### Cells by drive strength, run 1

Bar = 20 µm.
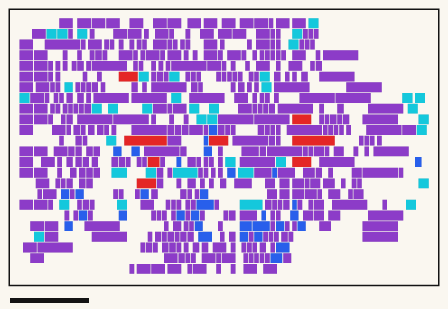
### Sequential cells grouped by signal name, run 1

Bar = 20 µm.
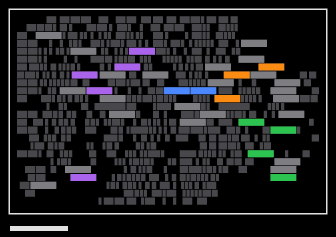
### Clock wires, drivers and flops, run 1

Bar = 20 µm.
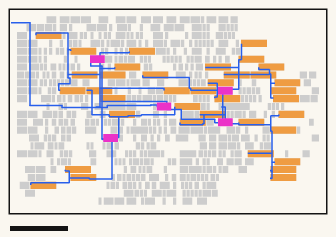
### Layout detail, run 1

Window x 67 to 97, y 2 to 32 µm. Cells in gray, sequential cells in the stronger gray; small squares are vias.
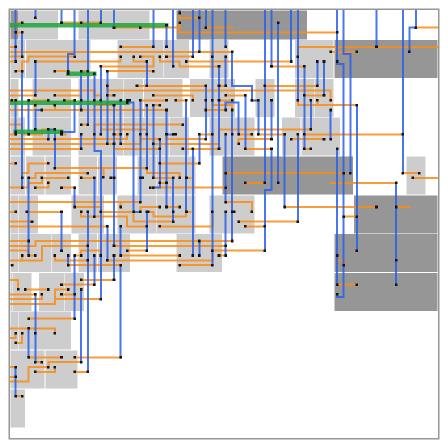
$ cat config.mk
export PLATFORM = sky130hd
export DESIGN_NAME = arbitro_gerenciador_ativos
export DESIGN_NICKNAME = d
export VERILOG_FILES = /design/src/rtl/ga_pkg.sv /design/src/rtl/rr_seletor.sv /design/src/rtl/arbitro_gerenciador_ativos.sv
export SDC_FILE = /design/constraint.sdc
export NUM_CORES = 1
export LEC_CHECK = 0
export ABC_AREA = 1
export ABC_CLOCK_PERIOD_IN_PS = 3400
export CORE_AREA = 2 2 107 68
export CTS_CLUSTER_SIZE = 20
export DETAILED_ROUTE_END_ITERATION = 10
export DIE_AREA = 0 0 109 70
export PLACE_DENSITY = 0.8
export SLEW_MARGIN = 20
export SYNTH_ARGS = -nofsm -noshare
export SYNTH_HDL_FRONTEND = slang
export SYNTH_SLANG_ARGS = --single-unit
$ cat constraint.sdc
create_clock -name clk -period 3.4 [get_ports clk]
set_input_delay 0.85 -clock clk [delete_from_list [all_inputs] [get_ports clk]]
set_output_delay 0.85 -clock clk [all_outputs]
set_load 0.1 [all_outputs]
$ cat src/rtl/ga_pkg.sv
// Shared types and defaults for the active-node manager arbiter.
package ga_pkg;

   localparam int unsigned NUM_REQ_DEF         = 4;
   localparam int unsigned ADR_WIDTH_DEF       = 5;
   localparam int unsigned DISTANCIA_WIDTH_DEF = 5;
   localparam int unsigned CUSTO_WIDTH_DEF     = 4;
   localparam int unsigned TIMEOUT_CYCLES_DEF  = 64;

   typedef enum logic [2:0] {
      ST_IDLE          = 3'd0,
      ST_EMITIR        = 3'd1,
      ST_ESPERA_INICIO = 3'd2,
      ST_ESPERA_FIM    = 3'd3,
      ST_CONCLUIR      = 3'd4
   } estado_t;

   // Width of a grant index; never below one bit.
   function automatic int unsigned idx_width(input int unsigned n);
      return (n < 2) ? 1 : $clog2(n);
   endfunction

endpackage

$ cat src/rtl/rr_seletor.sv
// Round-robin selector: request vector plus start pointer to one-hot grant and index.
module rr_seletor
   import ga_pkg::*;
#(
   parameter  int unsigned NUM_REQ = NUM_REQ_DEF,
   localparam int unsigned IW      = idx_width(NUM_REQ)
)(
   input  logic [NUM_REQ-1:0] req_in,
   input  logic [IW-1:0]      ptr_in,
   output logic [NUM_REQ-1:0] grant_c,
   output logic [IW-1:0]      idx_c,
   output logic               valido_c
);

   // Scan from the pointer upward, wrapping; first hit wins.
   always_comb begin
      logic [IW-1:0] cand;
      grant_c  = '0;
      idx_c    = '0;
      valido_c = 1'b0;
      for (int unsigned k = 0; k < NUM_REQ; k++) begin
         cand = IW'((32'(ptr_in) + k) % NUM_REQ);
         if (!valido_c && req_in[cand]) begin
            valido_c       = 1'b1;
            grant_c[cand]  = 1'b1;
            idx_c          = cand;
         end
      end
   end

endmodule

$ cat src/rtl/arbitro_gerenciador_ativos.sv
// Serialises atualizar/desativar commands from NUM_REQ requesters onto the active-node manager.
// Optional handshake watchdog enabled by defining GA_TIMEOUT_EN.
module arbitro_gerenciador_ativos
   import ga_pkg::*;
#(
   parameter int unsigned NUM_REQ         = NUM_REQ_DEF,
   parameter int unsigned ADR_WIDTH       = ADR_WIDTH_DEF,
   parameter int unsigned DISTANCIA_WIDTH = DISTANCIA_WIDTH_DEF,
   parameter int unsigned CUSTO_WIDTH     = CUSTO_WIDTH_DEF,
   parameter int unsigned TIMEOUT_CYCLES  = TIMEOUT_CYCLES_DEF
)(
   input  logic                               clk,
   input  logic                               rst_n,
   input  logic [NUM_REQ-1:0]                 req_atualizar_in,
   input  logic [NUM_REQ-1:0]                 req_desativar_in,
   input  logic [NUM_REQ*ADR_WIDTH-1:0]       req_endereco_in,
   input  logic [NUM_REQ*ADR_WIDTH-1:0]       req_anterior_in,
   input  logic [NUM_REQ*CUSTO_WIDTH-1:0]     req_menor_vizinho_in,
   input  logic [NUM_REQ*DISTANCIA_WIDTH-1:0] req_distancia_in,
   output logic [NUM_REQ-1:0]                 ack_out,
   output logic [NUM_REQ-1:0]                 erro_out,
   input  logic                               ga_ocupado_in,
   output logic                               arb_atualizar_out,
   output logic                               arb_desativar_out,
   output logic [ADR_WIDTH-1:0]               arb_endereco_out,
   output logic [ADR_WIDTH-1:0]               arb_anterior_out,
   output logic [CUSTO_WIDTH-1:0]             arb_menor_vizinho_out,
   output logic [DISTANCIA_WIDTH-1:0]         arb_distancia_out,
   output logic                               arb_ocupado_out
);

   localparam int unsigned IW = idx_width(NUM_REQ);

   logic [NUM_REQ-1:0]         vec_de_c, vec_at_c, oh_de_c, oh_at_c;
   logic [IW-1:0]              idx_de_c, idx_at_c, sel_idx_c;
   logic                       val_de_c, val_at_c, timeout_c;

   estado_t                    estado_q, estado_d;
   logic [IW-1:0]              ptr_q, ptr_d, gnt_idx_q, gnt_idx_d;
   logic [NUM_REQ-1:0]         gnt_oh_q, gnt_oh_d, ack_q, ack_d;
   logic                       atualizar_q, atualizar_d, desativar_q, desativar_d;
   logic                       ocupado_q, ocupado_d;
   logic [ADR_WIDTH-1:0]       endereco_q, endereco_d, anterior_q, anterior_d;
   logic [CUSTO_WIDTH-1:0]     custo_q, custo_d;
   logic [DISTANCIA_WIDTH-1:0] distancia_q, distancia_d;

   // A requester with both bits set is treated purely as desativar.
   assign vec_de_c  = req_desativar_in;
   assign vec_at_c  = req_atualizar_in & ~req_desativar_in;
   assign sel_idx_c = val_de_c ? idx_de_c : idx_at_c;

   rr_seletor #(.NUM_REQ(NUM_REQ)) u_sel_de (
      .req_in(vec_de_c), .ptr_in(ptr_q), .grant_c(oh_de_c), .idx_c(idx_de_c), .valido_c(val_de_c)
   );

   rr_seletor #(.NUM_REQ(NUM_REQ)) u_sel_at (
      .req_in(vec_at_c), .ptr_in(ptr_q), .grant_c(oh_at_c), .idx_c(idx_at_c), .valido_c(val_at_c)
   );

`ifdef GA_TIMEOUT_EN
   localparam int unsigned TW = $clog2(TIMEOUT_CYCLES + 1);
   logic [TW-1:0]      cnt_q, cnt_d;
   logic [NUM_REQ-1:0] erro_q, erro_d;
   assign timeout_c = (cnt_q == TW'(TIMEOUT_CYCLES - 1));
   assign erro_out  = erro_q;
`else
   assign timeout_c = 1'b0;
   assign erro_out  = '0;
`endif

   always_comb begin
      estado_d    = estado_q;
      ptr_d       = ptr_q;
      gnt_idx_d   = gnt_idx_q;
      gnt_oh_d    = gnt_oh_q;
      endereco_d  = endereco_q;
      anterior_d  = anterior_q;
      custo_d     = custo_q;
      distancia_d = distancia_q;
      atualizar_d = 1'b0;
      desativar_d = 1'b0;
      ack_d       = '0;
`ifdef GA_TIMEOUT_EN
      erro_d      = '0;
`endif
      unique case (estado_q)
         ST_IDLE: begin
            if (!ga_ocupado_in && (val_de_c || val_at_c)) begin
               gnt_idx_d   = sel_idx_c;
               gnt_oh_d    = val_de_c ? oh_de_c : oh_at_c;
               endereco_d  = req_endereco_in[32'(sel_idx_c)*ADR_WIDTH +: ADR_WIDTH];
               anterior_d  = req_anterior_in[32'(sel_idx_c)*ADR_WIDTH +: ADR_WIDTH];
               custo_d     = req_menor_vizinho_in[32'(sel_idx_c)*CUSTO_WIDTH +: CUSTO_WIDTH];
               distancia_d = req_distancia_in[32'(sel_idx_c)*DISTANCIA_WIDTH +: DISTANCIA_WIDTH];
               desativar_d = val_de_c;
               atualizar_d = !val_de_c;
               estado_d    = ST_EMITIR;
            end
         end
         ST_EMITIR: estado_d = ST_ESPERA_INICIO;
         ST_ESPERA_INICIO: begin
            if (ga_ocupado_in) begin
               estado_d = ST_ESPERA_FIM;
            end else if (timeout_c) begin
               estado_d = ST_CONCLUIR;
               ack_d    = gnt_oh_q;
`ifdef GA_TIMEOUT_EN
               erro_d   = gnt_oh_q;
`endif
            end
         end
         ST_ESPERA_FIM: begin
            if (!ga_ocupado_in) begin
               estado_d = ST_CONCLUIR;
               ack_d    = gnt_oh_q;
            end else if (timeout_c) begin
               estado_d = ST_CONCLUIR;
               ack_d    = gnt_oh_q;
`ifdef GA_TIMEOUT_EN
               erro_d   = gnt_oh_q;
`endif
            end
         end
         ST_CONCLUIR: begin
            ptr_d    = (32'(gnt_idx_q) == NUM_REQ - 1) ? '0 : IW'(32'(gnt_idx_q) + 32'd1);
            estado_d = ST_IDLE;
         end
         default: estado_d = ST_IDLE;
      endcase
      ocupado_d = (estado_d != ST_IDLE);
   end

`ifdef GA_TIMEOUT_EN
   // Watchdog counts only while parked in a wait state; any state change clears it.
   always_comb begin
      cnt_d = '0;
      if ((estado_q == ST_ESPERA_INICIO || estado_q == ST_ESPERA_FIM) && estado_d == estado_q)
         cnt_d = cnt_q + TW'(1);
   end

   always_ff @(posedge clk or negedge rst_n) begin
      if (!rst_n) begin
         cnt_q  <= '0;
         erro_q <= '0;
      end else begin
         cnt_q  <= cnt_d;
         erro_q <= erro_d;
      end
   end
`endif

   always_ff @(posedge clk or negedge rst_n) begin
      if (!rst_n) begin
         estado_q    <= ST_IDLE;
         ptr_q       <= '0;
         gnt_idx_q   <= '0;
         gnt_oh_q    <= '0;
         ack_q       <= '0;
         atualizar_q <= 1'b0;
         desativar_q <= 1'b0;
         ocupado_q   <= 1'b0;
         endereco_q  <= '0;
         anterior_q  <= '0;
         custo_q     <= '0;
         distancia_q <= '0;
      end else begin
         estado_q    <= estado_d;
         ptr_q       <= ptr_d;
         gnt_idx_q   <= gnt_idx_d;
         gnt_oh_q    <= gnt_oh_d;
         ack_q       <= ack_d;
         atualizar_q <= atualizar_d;
         desativar_q <= desativar_d;
         ocupado_q   <= ocupado_d;
         endereco_q  <= endereco_d;
         anterior_q  <= anterior_d;
         custo_q     <= custo_d;
         distancia_q <= distancia_d;
      end
   end

   assign ack_out               = ack_q;
   assign arb_atualizar_out     = atualizar_q;
   assign arb_desativar_out     = desativar_q;
   assign arb_endereco_out      = endereco_q;
   assign arb_anterior_out      = anterior_q;
   assign arb_menor_vizinho_out = custo_q;
   assign arb_distancia_out     = distancia_q;
   assign arb_ocupado_out       = ocupado_q;

endmodule

==> run_results.csv, run 1 <==
group,metric,value,unit
logic_synthesis,synth-edff-count,0,
route,wirelength,8.46,mm
logic_synthesis,topCellsByArea,"dfrtp_1, nand2_1, nand3_1, inv_1, nor2_1",
floorplan,die_w,109,µm
worst_setup_path,startpoint_type,"register",
global_route,antenna_found_initial,0,
layout,buffer_area_share,27.2,%
final_timing,clock.fmax,315,MHz
route,drt-met1-wl,3.83,mm
worst_setup_path,cpPeakStageDelay,0.65,ns
layout,layout-drive-gt1-share,14.4,%
global_route,met3_usage,5.42,%
logic_synthesis,yosys_warnings,0,
worst_setup_path,worstPathMaxFanout,12,
logic_synthesis,syn_area_per_cell,6.55,µm²
layout,comb_area,0.00164,mm²
power,pwr-share-comb,74.6,%
status,status,"completed",
worst_hold_path,hp-start,"gnt_oh_q[3]",
layout,lay_top_cells,"nand2_1, clkdlybuf4s50_1, nand3_1",
worst_setup_path,worstSetupEndpointType,"register",
final_timing,final.setup.tns,0,ns
global_route,grt_pass1_vias,3006,
layout,nFillCells,601,
worst_setup_path,startpoint,"ptr_q[1]",
layout,mostFrequentLayoutCell,"nand2_1",
logic_synthesis,synthSimpleGateAreaFrac,47.0,%
logic_synthesis,muxShareOfSynthArea,0,%
worst_setup_path,cp.depth,11,
final_timing,slew_headroom,43.8,%
clocking,clockBufferDepth,2,
layout,flops,37,
clocking,htreeDepth,2,
route,wl_met2,3.79,mm
final_timing,slew_viol_final,0,
placed_design,dp_hpwl,6.68,mm
worst_hold_path,hp-class,"register to register",
logic_synthesis,async_flop_share,100,%
global_route,grt_overflow,0,
worst_setup_path,path_common_cell,"nand2_1",
final_timing,fin_skew,0.00688,ns
logic_synthesis,netlist_area,0.00283,mm²
logic_synthesis,synth.distinct_cells,30,
placed_design,io_buffers,112,
floorplan,fp-row-count,24,
worst_hold_path,min_to,"ack_out[3]",
route,wl_per_cell,13.3,µm
worst_setup_path,worstPathRequired,3.64,ns
worst_setup_path,cp_num_buf_inv,2,
route,drcViolationCount,0,
worst_setup_path,crit_chain,"inv_2 > ha_1 > inv_1 > nand2_1 > nand2_2 > nand4_2 > o21ai_1 > a21oi_1 > nor2_1 > nand2_1 > nand3_1",
logic_synthesis,yosys-stat-cells,432,
logic_synthesis,top_area_share,32.7,%
placed_design,routabilityCongestion,0.960,
power,pg_comb,3.55,mW
worst_setup_path,cp_slowest_cell,"nor2_1",
layout,inverters_excl_clock,37,
worst_setup_path,timing.rr.start,"ptr_q[1]",
logic_synthesis,ys_area,0.00283,mm²
final_timing,hold_viol_final,0,
floorplan,fp-utilization,41.5,%
placed_design,dpl.cell_count,626,
power,p_sw_share,59.9,%
logic_synthesis,synth_top_flop_cell,"dfrtp_1",
final_timing,setup_violations,0,
Notes on 'Cells by drive strength' above:
x1 and smaller -> purple  # cells 465, most used nand2_1
x2 -> blue  # cells 32
x3 and x4 -> cyan  # cells 38, most used buf_4
x6 and larger -> red  # cells 8, most used clkbuf_8
Layout area overhead: 43.5%
finished layout cell area: 0.00406 mm²
nonclk buf count: 119
worst setup slack after layout: 0.229 ns

Notes on 'Sequential cells grouped by signal name' above:
gnt_idx_q -> blue  # placed flops 2
arb_endereco_out -> purple  # placed flops 5
estado_q -> orange  # placed flops 3
gnt_oh_q -> green  # placed flops 4
not colored = 23
sequential cell power: 0.736 mW
Storage cell area: 926 µm²
fraction of area in registers: 22.8%
final core occ: 59.6%

Notes on 'Clock wires, drivers and flops' above:
clock-net drivers -> magenta  # count 5
flip-flops -> orange  # count 37
clock wires -> blue  # length 574 µm
routed clock nets = 6
clock share of power: 10.0%
Clock group: 0.475 mW
Late-Pin Clk Latency: 0.30 ns

Notes on 'Layout detail' above:
M3 -> green
M2 -> blue
M1 -> orange
cells with their middle in the window = 53
sequential cells in the window = 6
netlist names of flops here include = gnt_oh_q (4)
most frequent = nand2_1 (9), o221ai_1 (8), inv_1 (7)

==> run 2, diff against run 1 <==
--- a/config.mk
+++ b/config.mk
@@ -5,13 +5,13 @@
 export SDC_FILE = /design/constraint.sdc
 export NUM_CORES = 1
 export LEC_CHECK = 0
-export ABC_AREA = 1
 export ABC_CLOCK_PERIOD_IN_PS = 3400
 export CORE_AREA = 2 2 107 68
 export CTS_CLUSTER_SIZE = 20
 export DETAILED_ROUTE_END_ITERATION = 10
 export DIE_AREA = 0 0 109 70
-export PLACE_DENSITY = 0.8
+export GPL_ROUTABILITY_DRIVEN = 0
+export PLACE_DENSITY = 0.79
 export SLEW_MARGIN = 20
 export SYNTH_ARGS = -nofsm -noshare
 export SYNTH_HDL_FRONTEND = slang
==> run 2 against run 1 <==
  * Global-route usage fell by 0.20 points
  * Combinational power fell by 12%
  * Cell count fell by 18%
  * Worst hold slack got worse by 0.011 ns
  * Critical path type is now input pin to register
  * Largest power group unchanged
==> run_results.csv, run 2 <==
group,metric,value,unit
worst_setup_path,cpPeakStageDelay,0.48,ns
logic_synthesis,top_area_share,33.4,%
logic_synthesis,yosys-stat-cells,296,
clocking,htreeDepth,2,
logic_synthesis,adder_share,2.26,%
clocking,clockBufferDepth,2,
floorplan,fp-utilization,40.7,%
placed_design,dp_hpwl,6.61,mm
layout,final_cells,523,
final_timing,final.setup.tns,0,ns
clocking,root_buffer,"clkbuf_8",
placed_design,io_buffers,112,
worst_setup_path,arrival,3.46,ns
status,status,"completed",
global_route,grt_overflow,0,
worst_hold_path,hp-start,"gnt_oh_q[3]",
floorplan,chip_area,0.00763,mm²
worst_setup_path,cp_num_buf_inv,3,
power,clkPwrFrac,7.2,%
logic_synthesis,netlist_area,0.00277,mm²
global_route,met3_usage,6.07,%
power,p_int,1.90,mW
route,wl_met2,4.06,mm
placed_design,dpl.cell_count,513,
route,drtIter0Drc,242,
layout,nFillCells,568,
layout,layout-drive-gt1-share,23.6,%
route,wl_per_cell,16.6,µm
global_route,grt_pass1_vias,2911,
layout,lay_top_cells,"clkdlybuf4s50_1, buf_4, dfrtp_1",
worst_setup_path,r2r_end,"arb_anterior_out[4]",
route,wirelength,8.70,mm
final_timing,hold_viol_final,0,
power,p_sw_share,54.3,%
route,drt-met1-wl,3.72,mm
layout,comb_share,40.1,%
global_route,track_usage,23.0,%
logic_synthesis,synthSimpleGateAreaFrac,14.6,%
layout,seq_area,926,µm²
worst_setup_path,startpoint,"req_desativar_in[3]",
worst_setup_path,timing.rr.start,"ptr_q[1]",
worst_hold_path,hp-class,"register to register",
power,pg_clk,0.301,mW
logic_synthesis,synth-edff-count,0,
route,routed.top_layer,"met4",
final_timing,fin_skew,0.00382,ns
global_route,antenna_found_initial,0,
worst_setup_path,worstSetupEndpointType,"register",
floorplan,fp-row-count,24,
floorplan,die_w,109,µm
worst_setup_path,critPathTopFamily,"multiplexers",
logic_synthesis,muxShareOfSynthArea,13.0,%
layout,comb_area,0.00172,mm²
logic_synthesis,ys_area,0.00277,mm²
worst_setup_path,path_common_cell,"buf_4",
layout,area_growth_syn_to_layout,54.8,%
logic_synthesis,async_flop_share,100,%
power,pg_comb,3.14,mW
worst_setup_path,worstPathMaxFanout,7,
logic_synthesis,synth.distinct_cells,52,
worst_setup_path,cp_slowest_cell,"mux4_2",
layout,inverters_excl_clock,13,
worst_setup_path,startpoint_type,"input pin",
final_timing,setup_violations,0,
power,finalPower,4.16,mW
floorplan,ioPinCount,117,
power,pwr-share-comb,75.4,%
logic_synthesis,synth_top_flop_cell,"dfrtp_1",
layout,buffer_area_share,32.5,%
layout,mostFrequentLayoutCell,"clkdlybuf4s50_1",
layout,n_antenna_cell,0,
route,drcViolationCount,0,
worst_setup_path,crit_chain,"clkdlybuf4s50_1 > buf_4 > mux4_2 > buf_4 > nor4_4 > o311a_4 > nor2_4 > mux2_1 > a221o_1",
logic_synthesis,syn_area_per_cell,9.36,µm²
final_timing,clock.fmax,303,MHz
worst_setup_path,worstPathRequired,3.56,ns
final_timing,slew_headroom,45.8,%
final_timing,slew_viol_final,0,
logic_synthesis,ys_top_cells_by_count,"dfrtp_1, a21oi_1, nand3_1, o21ai_0",
worst_setup_path,cp.depth,9,
logic_synthesis,yosys_warnings,0,
worst_hold_path,min_to,"ack_out[3]",
logic_synthesis,topCellsByArea,"dfrtp_1, a221o_1, mux4_2, a21oi_1, mux2_2",
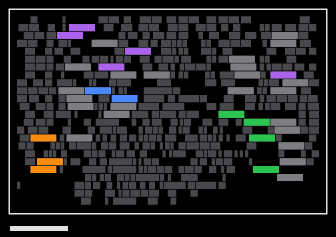
*Sequential cells grouped by signal name, run 2*
Bar = 20 µm.
arb_endereco_out -> purple  # placed flops 5
estado_q -> orange  # placed flops 3
gnt_idx_q -> blue  # placed flops 2
gnt_oh_q -> green  # placed flops 4, where east
final core occ: 62.9%
sequential cell power: 0.724 mW
fraction of area in registers: 21.6%

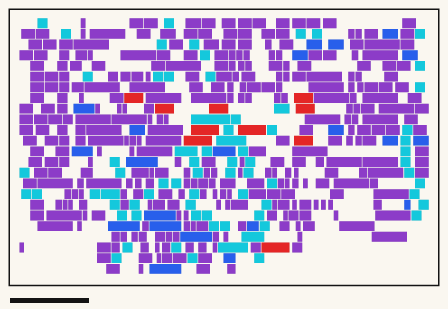
*Cells by drive strength, run 2*
Bar = 20 µm.
x6 and larger -> red  # cells 10, most used clkbuf_8
x2 -> blue  # cells 21, most used mux2_2
x3 and x4 -> cyan  # cells 71, most used buf_4
x1 and smaller -> purple  # cells 330, most used clkdlybuf4s50_1
worst setup slack after layout: 0.105 ns
finished layout cell area: 0.00429 mm²
nonclk buf count: 153

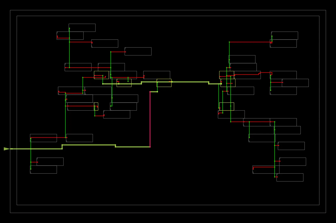
*Clock wiring as the flow saved it, run 2*
Late-Pin Clk Latency: 0.28 ns
flop count: 37
cts bufs inserted: 5

==> run 3, diff against run 2 <==
--- a/config.mk
+++ b/config.mk
@@ -11,6 +11,7 @@
 export DETAILED_ROUTE_END_ITERATION = 10
 export DIE_AREA = 0 0 109 70
 export GPL_ROUTABILITY_DRIVEN = 0
+export GPL_TIMING_DRIVEN = 0
 export PLACE_DENSITY = 0.79
 export SLEW_MARGIN = 20
 export SYNTH_ARGS = -nofsm -noshare
==> run 3 against run 2 <==
  * Clock power increased by 13%
  * Sequential share of layout area decreased by 0.20 points
  * Critical path depth is the same
  * Sequential power is essentially flat
  * Largest cell class unchanged
  * Register-to-register slack worse by 0.19 ns
  * Total power increased by 1.9%
  * First-iteration DRC count up 0.83%
  * Area after synthesis did not move
  * Global-route usage is 0.48 points lower
  * Setup slack worse by 0.076 ns
  * Largest power group unchanged
==> run_results.csv, run 3 <==
group,metric,value,unit
status,status,"completed",
layout,layout-drive-gt1-share,17.5,%
worst_setup_path,arrival,3.54,ns
final_timing,hold_viol_final,0,
layout,area_growth_syn_to_layout,56.4,%
route,wl_per_cell,16.8,µm
floorplan,fp-utilization,40.7,%
route,wl_met2,4.03,mm
clocking,numCtsBuffers,5,
power,p_int,1.96,mW
worst_setup_path,worstPathRequired,3.57,ns
placed_design,io_buffers,112,
logic_synthesis,yosys-stat-cells,296,
logic_synthesis,adder_share,2.26,%
power,seq-power,0.724,mW
worst_setup_path,cp_num_buf_inv,2,
floorplan,die_w,109,µm
worst_setup_path,r2r_end,"arb_endereco_out[4]",
layout,nFillCells,579,
route,antenna_left,0,
route,drtIter0Drc,244,
logic_synthesis,ys_area,0.00277,mm²
layout,finalInstanceArea,0.00434,mm²
clocking,htreeDepth,2,
logic_synthesis,topCellsByArea,"dfrtp_1, a221o_1, mux4_2, a21oi_1, mux2_2",
logic_synthesis,async_flop_share,100,%
worst_setup_path,startpoint,"req_atualizar_in[1]",
final_timing,setup_violations,0,
global_route,grt_overflow,0,
floorplan,fp-row-count,24,
final_timing,fin_ws,0.0283,ns
logic_synthesis,netlist_area,0.00277,mm²
layout,comb_share,40.1,%
final_timing,clock.fmax,297,MHz
layout,buffers,150,
logic_synthesis,syn_area_per_cell,9.36,µm²
layout,n_antenna_cell,0,
logic_synthesis,synth_top_flop_cell,"dfrtp_1",
route,wirelength,8.76,mm
worst_setup_path,startpoint_type,"input pin",
worst_hold_path,hp-class,"input pin to async pin",
route,drt-met1-wl,3.73,mm
power,pg_clk,0.340,mW
clocking,clockBufferDepth,2,
layout,lay_top_cells,"clkdlybuf4s50_1, dfrtp_1, a21oi_1",
final_timing,slew_viol_final,0,
worst_setup_path,cpPeakStageDelay,0.53,ns
worst_setup_path,timing.rr.start,"ptr_q[0]",
worst_setup_path,worstSetupEndpointType,"register",
final_timing,fin_skew,0.0109,ns
worst_setup_path,crit_end,"arb_endereco_out[4]",
placed_design,dp_hpwl,6.61,mm
layout,comb_area,0.00174,mm²
power,pg_comb,3.18,mW
route,routed.top_layer,"met4",
layout,final_cells,520,
global_route,grt_pass1_vias,2798,
worst_setup_path,crit_chain,"clkdlybuf4s50_1 > nand2b_4 > mux4_2 > o41a_1 > o311a_4 > nor2_8 > buf_12 > mux2_1 > a221o_1",
clocking,root_buffer,"clkbuf_8",
power,pwr-share-comb,74.9,%
logic_synthesis,muxShareOfSynthArea,13.0,%
logic_synthesis,yosys_warnings,0,
layout,buffer_area_share,32.4,%
layout,inverters_excl_clock,13,
logic_synthesis,synth.distinct_cells,52,
placed_design,dpl.cell_count,503,
global_route,track_usage,22.5,%
worst_setup_path,cp_slowest_cell,"clkdlybuf4s50_1",
worst_setup_path,cp.depth,9,
floorplan,chip_area,0.00763,mm²
logic_synthesis,top_area_share,33.4,%
floorplan,ioPinCount,117,
final_timing,slew_headroom,32.7,%
logic_synthesis,ys_top_cells_by_count,"dfrtp_1, a21oi_1, nand3_1, o21ai_0",
final_timing,final.setup.tns,0,ns
power,clkPwrFrac,8.0,%
route,drcViolationCount,0,
layout,flops,37,
power,finalPower,4.24,mW
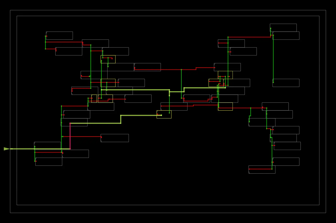
*Clock wiring as the flow saved it, run 3*
Late-Pin Clk Latency: 0.29 ns
Clock Sinks: 37

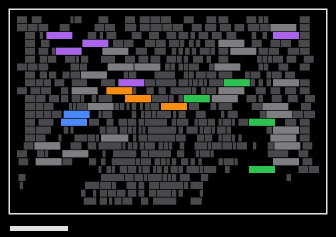
*Sequential cells grouped by signal name, run 3*
Bar = 20 µm.
gnt_idx_q -> blue  # placed flops 2
estado_q -> orange  # placed flops 3
arb_endereco_out -> purple  # placed flops 5
gnt_oh_q -> green  # placed flops 4, where east
not colored = 23
final core occ: 63.6%
fraction of area in registers: 21.4%
Storage cell area: 927 µm²

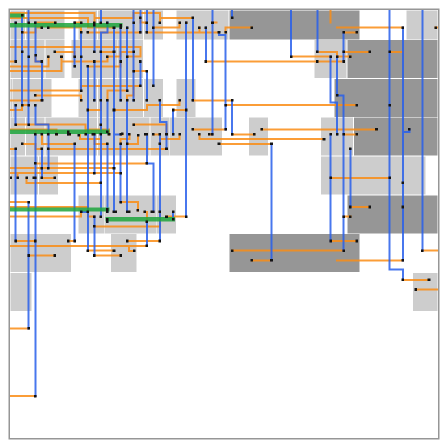
*Layout detail, run 3*
Window x 67 to 97, y 2 to 32 µm. Cells in gray, sequential cells in the stronger gray; small squares are vias.
M2 -> blue
M1 -> orange
M3 -> green
netlist names of flops here include = ack_out (2), gnt_oh_q (2)
sequential cells in the window = 6
most frequent = dfrtp_1 (6), nor2_1 (5), a222oi_1 (4)
cells with their middle in the window = 39

Power and IR drop assume default switching activity.
